==> images/m3.png <==
(3 px per um)
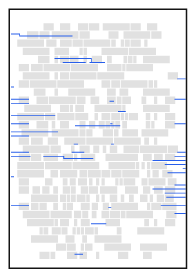
==> images/layers.png <==
(4 px per um)
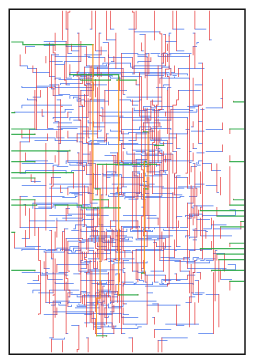
==> images/clock_nets.png <==
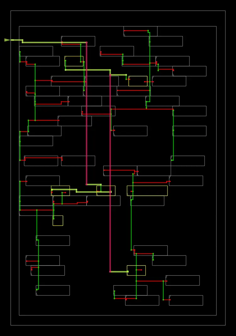
==> images/floorplan.png <==
(4 px per um) Pins as bars on the die edge. Tap cells in gray.
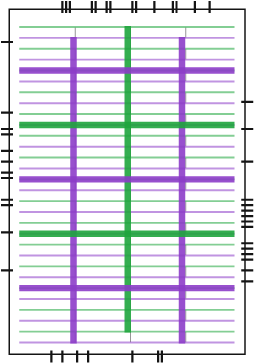
==> images/m2.png <==
(3 px per um)
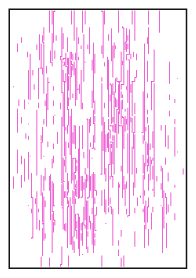
## config.mk

```make
export PLATFORM = sky130hd
export DESIGN_NAME = seq_loader
export DESIGN_NICKNAME = d
export VERILOG_FILES = /design/src/rtl/seq_loader_pkg.sv /design/src/rtl/seq_loader_nt_encoder.sv /design/src/rtl/seq_loader.sv
export SDC_FILE = /design/constraint.sdc
export NUM_CORES = 1
export LEC_CHECK = 0
export CAP_MARGIN = 25
export CORE_ASPECT_RATIO = 1.5
export CORE_MARGIN = 2
export CORE_UTILIZATION = 50
export DETAILED_ROUTE_END_ITERATION = 10
export GPL_ROUTABILITY_DRIVEN = 1
export GPL_TIMING_DRIVEN = 0
export PLACE_DENSITY = 0.79
export SYNTH_ARGS = -nofsm -noshare
export SYNTH_HDL_FRONTEND = slang
export SYNTH_SLANG_ARGS = --single-unit
```

## constraint.sdc

```tcl
create_clock -name clk -period 2.3 [get_ports clk]
set_input_delay 0.575 -clock clk [delete_from_list [all_inputs] [get_ports clk]]
set_output_delay 0.575 -clock clk [all_outputs]
set_load 0.03 [all_outputs]
```

## src/rtl/seq_loader_pkg.sv

```systemverilog
// seq_loader_pkg
// Shared definitions for the sequence loader and its character encoder:
// the 3-bit nucleotide symbol codes, the ASCII bytes they come from, and
// the loader FSM state encoding.
// Ports: none (package only).
// Configuration macro: SEQ_LOADER_CASEFOLD_EN (used by nt_encoder only).

package seq_loader_pkg;

    // Symbol codes stored in the sequence RAMs. Code 0 is never written.
    // It doubles as the "no valid symbol" marker out of the encoder.
    localparam logic [2:0] SYM_BAD = 3'd0;
    localparam logic [2:0] SYM_A   = 3'd1;
    localparam logic [2:0] SYM_C   = 3'd2;
    localparam logic [2:0] SYM_G   = 3'd3;
    localparam logic [2:0] SYM_T   = 3'd4;

    // Uppercase nucleotide characters.
    localparam logic [7:0] ASCII_A = 8'h41;
    localparam logic [7:0] ASCII_C = 8'h43;
    localparam logic [7:0] ASCII_G = 8'h47;
    localparam logic [7:0] ASCII_T = 8'h54;

    // Lowercase forms, only meaningful when case folding is compiled in.
    localparam logic [7:0] ASCII_LA = 8'h61;
    localparam logic [7:0] ASCII_LC = 8'h63;
    localparam logic [7:0] ASCII_LG = 8'h67;
    localparam logic [7:0] ASCII_LT = 8'h74;

    // Loader FSM states.
    typedef enum logic [2:0] {
        ST_IDLE   = 3'd0,
        ST_LOAD_A = 3'd1,
        ST_LOAD_B = 3'd2,
        ST_DONE   = 3'd3,
        ST_ERR    = 3'd4
    } load_state_t;

endpackage

```

## src/rtl/seq_loader_nt_encoder.sv

```systemverilog
// nt_encoder
// Combinational translation of one ASCII byte into the 3-bit nucleotide
// symbol used by the alignment datapath.
// Ports:
//   in_char  in  8  ASCII character from the input stream
//   code     out 3  encoded symbol (SYM_BAD when not a nucleotide)
//   valid    out 1  in_char is an accepted nucleotide character
// Configuration:
//   SEQ_LOADER_CASEFOLD_EN defined  -> 'a','c','g','t' map like uppercase
//   SEQ_LOADER_CASEFOLD_EN undefined -> lowercase bytes are rejected

module nt_encoder
    import seq_loader_pkg::*;
(
    input  logic [7:0] in_char,
    output logic [2:0] code,
    output logic       valid
);

    // Table lookup from character to symbol. Anything not listed falls to
    // the default, which reports an invalid character so the loader can
    // abort the load instead of writing garbage into the RAM.
    always_comb begin
        code  = SYM_BAD;
        valid = 1'b0;
        case (in_char)
            ASCII_A: begin
                code  = SYM_A;
                valid = 1'b1;
            end
            ASCII_C: begin
                code  = SYM_C;
                valid = 1'b1;
            end
            ASCII_G: begin
                code  = SYM_G;
                valid = 1'b1;
            end
            ASCII_T: begin
                code  = SYM_T;
                valid = 1'b1;
            end
`ifdef SEQ_LOADER_CASEFOLD_EN
            ASCII_LA: begin
                code  = SYM_A;
                valid = 1'b1;
            end
            ASCII_LC: begin
                code  = SYM_C;
                valid = 1'b1;
            end
            ASCII_LG: begin
                code  = SYM_G;
                valid = 1'b1;
            end
            ASCII_LT: begin
                code  = SYM_T;
                valid = 1'b1;
            end
`endif
            default: begin
                code  = SYM_BAD;
                valid = 1'b0;
            end
        endcase
    end

endmodule

```

## src/rtl/seq_loader.sv

```systemverilog
// seq_loader
// Writer side of the SeqA/SeqB memories. Takes a valid/ready byte stream
// holding sequence A then sequence B (each terminated by in_last), encodes
// each character and writes it to addresses 1..len of the matching RAM.
// Address 0 is reserved for the init row/column and is never written.
// Ports:
//   clk        in   1          rising-edge clock
//   rst        in   1          asynchronous active-low reset
//   start      in   1          begin a load (honoured in IDLE/DONE/ERR)
//   in_valid   in   1          in_data valid
//   in_data    in   8          ASCII character
//   in_last    in   1          in_data is the last symbol of this sequence
//   in_ready   out  1          loader accepts in_data this cycle
//   we_a       out  1          SeqA RAM write enable
//   we_b       out  1          SeqB RAM write enable
//   addr       out  BitAddr+1  shared write address
//   wdata      out  3          encoded symbol
//   len_a      out  BitAddr+1  symbols written to A
//   len_b      out  BitAddr+1  symbols written to B
//   load_done  out  1          both sequences loaded (level)
//   err        out  1          bad character or overflow (level)
// Configuration macro: SEQ_LOADER_CASEFOLD_EN (lowercase acceptance,
// implemented inside nt_encoder).

module seq_loader
    import seq_loader_pkg::*;
#(
    parameter int N       = 128,
    parameter int BitAddr = $clog2(N + 1)
) (
    input  logic             clk,
    input  logic             rst,
    input  logic             start,
    input  logic             in_valid,
    input  logic [7:0]       in_data,
    input  logic             in_last,
    output logic             in_ready,
    output logic             we_a,
    output logic             we_b,
    output logic [BitAddr:0] addr,
    output logic [2:0]       wdata,
    output logic [BitAddr:0] len_a,
    output logic [BitAddr:0] len_b,
    output logic             load_done,
    output logic             err
);

    localparam logic [BitAddr:0] CntMax = (BitAddr + 1)'(N);

    load_state_t      state;
    logic [BitAddr:0] cnt;
    logic [BitAddr:0] cnt_next;
    logic [2:0]       sym_code;
    logic             sym_valid;
    logic             accept;

    nt_encoder u_encoder (
        .in_char (in_data),
        .code    (sym_code),
        .valid   (sym_valid)
    );

    // A byte is consumed only when the loader is in a LOAD state (in_ready
    // is a registered copy of that) and the source offers it. cnt_next is
    // both the address of the symbol being written and the new length.
    always_comb begin
        accept   = in_valid & in_ready;
        cnt_next = cnt + 1'b1;
    end

    // Single FSM owning the counter and the registered write port.
    // Write enables are one-cycle pulses and default low every cycle.
    // A bad character or a symbol beyond N moves straight to ERR without
    // writing; cnt == N at accept time means this would be symbol N+1.
    // On the closing symbol of A the counter restarts for B; the closing
    // symbol of B raises load_done together with its own write pulse.
    always_ff @(posedge clk or negedge rst) begin
        if (!rst) begin
            state     <= ST_IDLE;
            cnt       <= '0;
            in_ready  <= 1'b0;
            we_a      <= 1'b0;
            we_b      <= 1'b0;
            addr      <= '0;
            wdata     <= '0;
            len_a     <= '0;
            len_b     <= '0;
            load_done <= 1'b0;
            err       <= 1'b0;
        end else begin
            we_a <= 1'b0;
            we_b <= 1'b0;
            case (state)
                ST_IDLE, ST_DONE, ST_ERR: begin
                    if (start) begin
                        state     <= ST_LOAD_A;
                        cnt       <= '0;
                        in_ready  <= 1'b1;
                        len_a     <= '0;
                        len_b     <= '0;
                        load_done <= 1'b0;
                        err       <= 1'b0;
                    end
                end
                ST_LOAD_A, ST_LOAD_B: begin
                    if (accept) begin
                        if (!sym_valid || (cnt == CntMax)) begin
                            state    <= ST_ERR;
                            in_ready <= 1'b0;
                            err      <= 1'b1;
                        end else begin
                            addr  <= cnt_next;
                            wdata <= sym_code;
                            if (state == ST_LOAD_A) begin
                                we_a  <= 1'b1;
                                len_a <= cnt_next;
                            end else begin
                                we_b  <= 1'b1;
                                len_b <= cnt_next;
                            end
                            if (in_last) begin
                                cnt <= '0;
                                if (state == ST_LOAD_A) begin
                                    state <= ST_LOAD_B;
                                end else begin
                                    state     <= ST_DONE;
                                    in_ready  <= 1'b0;
                                    load_done <= 1'b1;
                                end
                            end else begin
                                cnt <= cnt_next;
                            end
                        end
                    end
                end
                default: begin
                    state    <= ST_IDLE;
                    in_ready <= 1'b0;
                end
            endcase
        end
    end

endmodule

```

==> results.py <==
# Auto-generated metrics
metrics = {
    "power": {
        "fin_total_pwr_mw": 2.216,
        "maxPowerGroup": "sequential cells",
        "power_density_nw_per_um2": 742.5,
    },
    "place": {
        "dp_slack_ps": -511.4,
        "dp.cells": 304,
    },
    "final_timing": {
        "worst_slack_ps": 76.39,
        "worstMarginPinSlew_ps": 558.8,
    },
    "final_layout": {
        "flop_area_um2": 1176,
        "final_layout_size_suffix_gt1_share_pct": 15.56,
        "seq_area_share_pct": 39.41,
        "nFillCells": 352,
        "largest_cell_class": "sequential cells",
        "nNetsFinal": 285,
        "buf_share_pct": 19.04,
    },
    "run_status": {
        "status": "complete, no violations",
    },
    "logic_synthesis": {
        "edf_count": 0,
        "syn_avg_cell_area_um2": 10.58,
        "ys_area_um2": 2233,
        "postSynthSeqShare_pct": 52.66,
        "top_area_cell": "dfrtp_1",
        "synth_cells": 211,
        "mappedNetlistArea_um2": 2233,
        "ys_sh_simple_pct": 19.10,
    },
    "floorplan": {
        "nWellTaps": 46,
        "fp_util_pct": 52.61,
        "num_rows": 29,
    },
    "detailed_routing": {
        "routed.top_layer": "met4",
        "wl_met3_um": 245,
        "met2_length_um": 2413,
        "first_pass_iters": 5,
    },
    "critical_path": {
        "critPathBufInv": 2,
        "cpMostUsedCell": "a21oi_4",
        "slowest_stage": "clkdlybuf4s50_1",
        "cp-start-kind": "input pin",
        "endpoint_kind": "flip-flop",
    },
    "run": {
        "warnings": 27,
    },
    "clock_network": {
        "ctsHoldBuffers": 0,
        "cts_setup_buffers": 6,
        "htreeDepth": 2,
    },
    "global_route": {
        "busiest_layer": "met2",
        "grt_pass1_vias": 1800,
    },
}
Notes on m3.png above:
The layer carries 245 um of wire. 34 nets have wire on it.
drt total wl: 4897 um
global-route met3 utilization: 4.525%
vias: 1794

Notes on layers.png above:
Key: green = M3 [wire length 245 um]; red = M2 [wire length 2410 um]; orange = M4 [wire length 172 um]; blue = M1 [wire length 2070 um]
gr usage total: 21.90%
Avg WL per Cell: 15.50 um

Notes on clock_nets.png above:
registers: 47
Clock Sinks: 47
clk_buf instances: 5
clock latency on the worst-skew pair: 300 ps
TritonCTS Buffers: 5

Notes on floorplan.png above:
Key: green = VDD; purple = VSS
5 straps on met5. The core has 29 rows. 30 met1 rails follow the rows. 3 straps on met4.
Die Y: 85.86 um
CORE AREA: 4245 um^2
maximum VDD drop: 0.7753 mV

Notes on m2.png above:
The layer carries 2410 um of wire. The layer holds 49% of the routed length. The wires run mostly vertical. The longest straight run is 51.8 um.
met2 Track Usage GR: 36.06%

Power figures rest on the tool's default switching activity, not on a simulated workload.
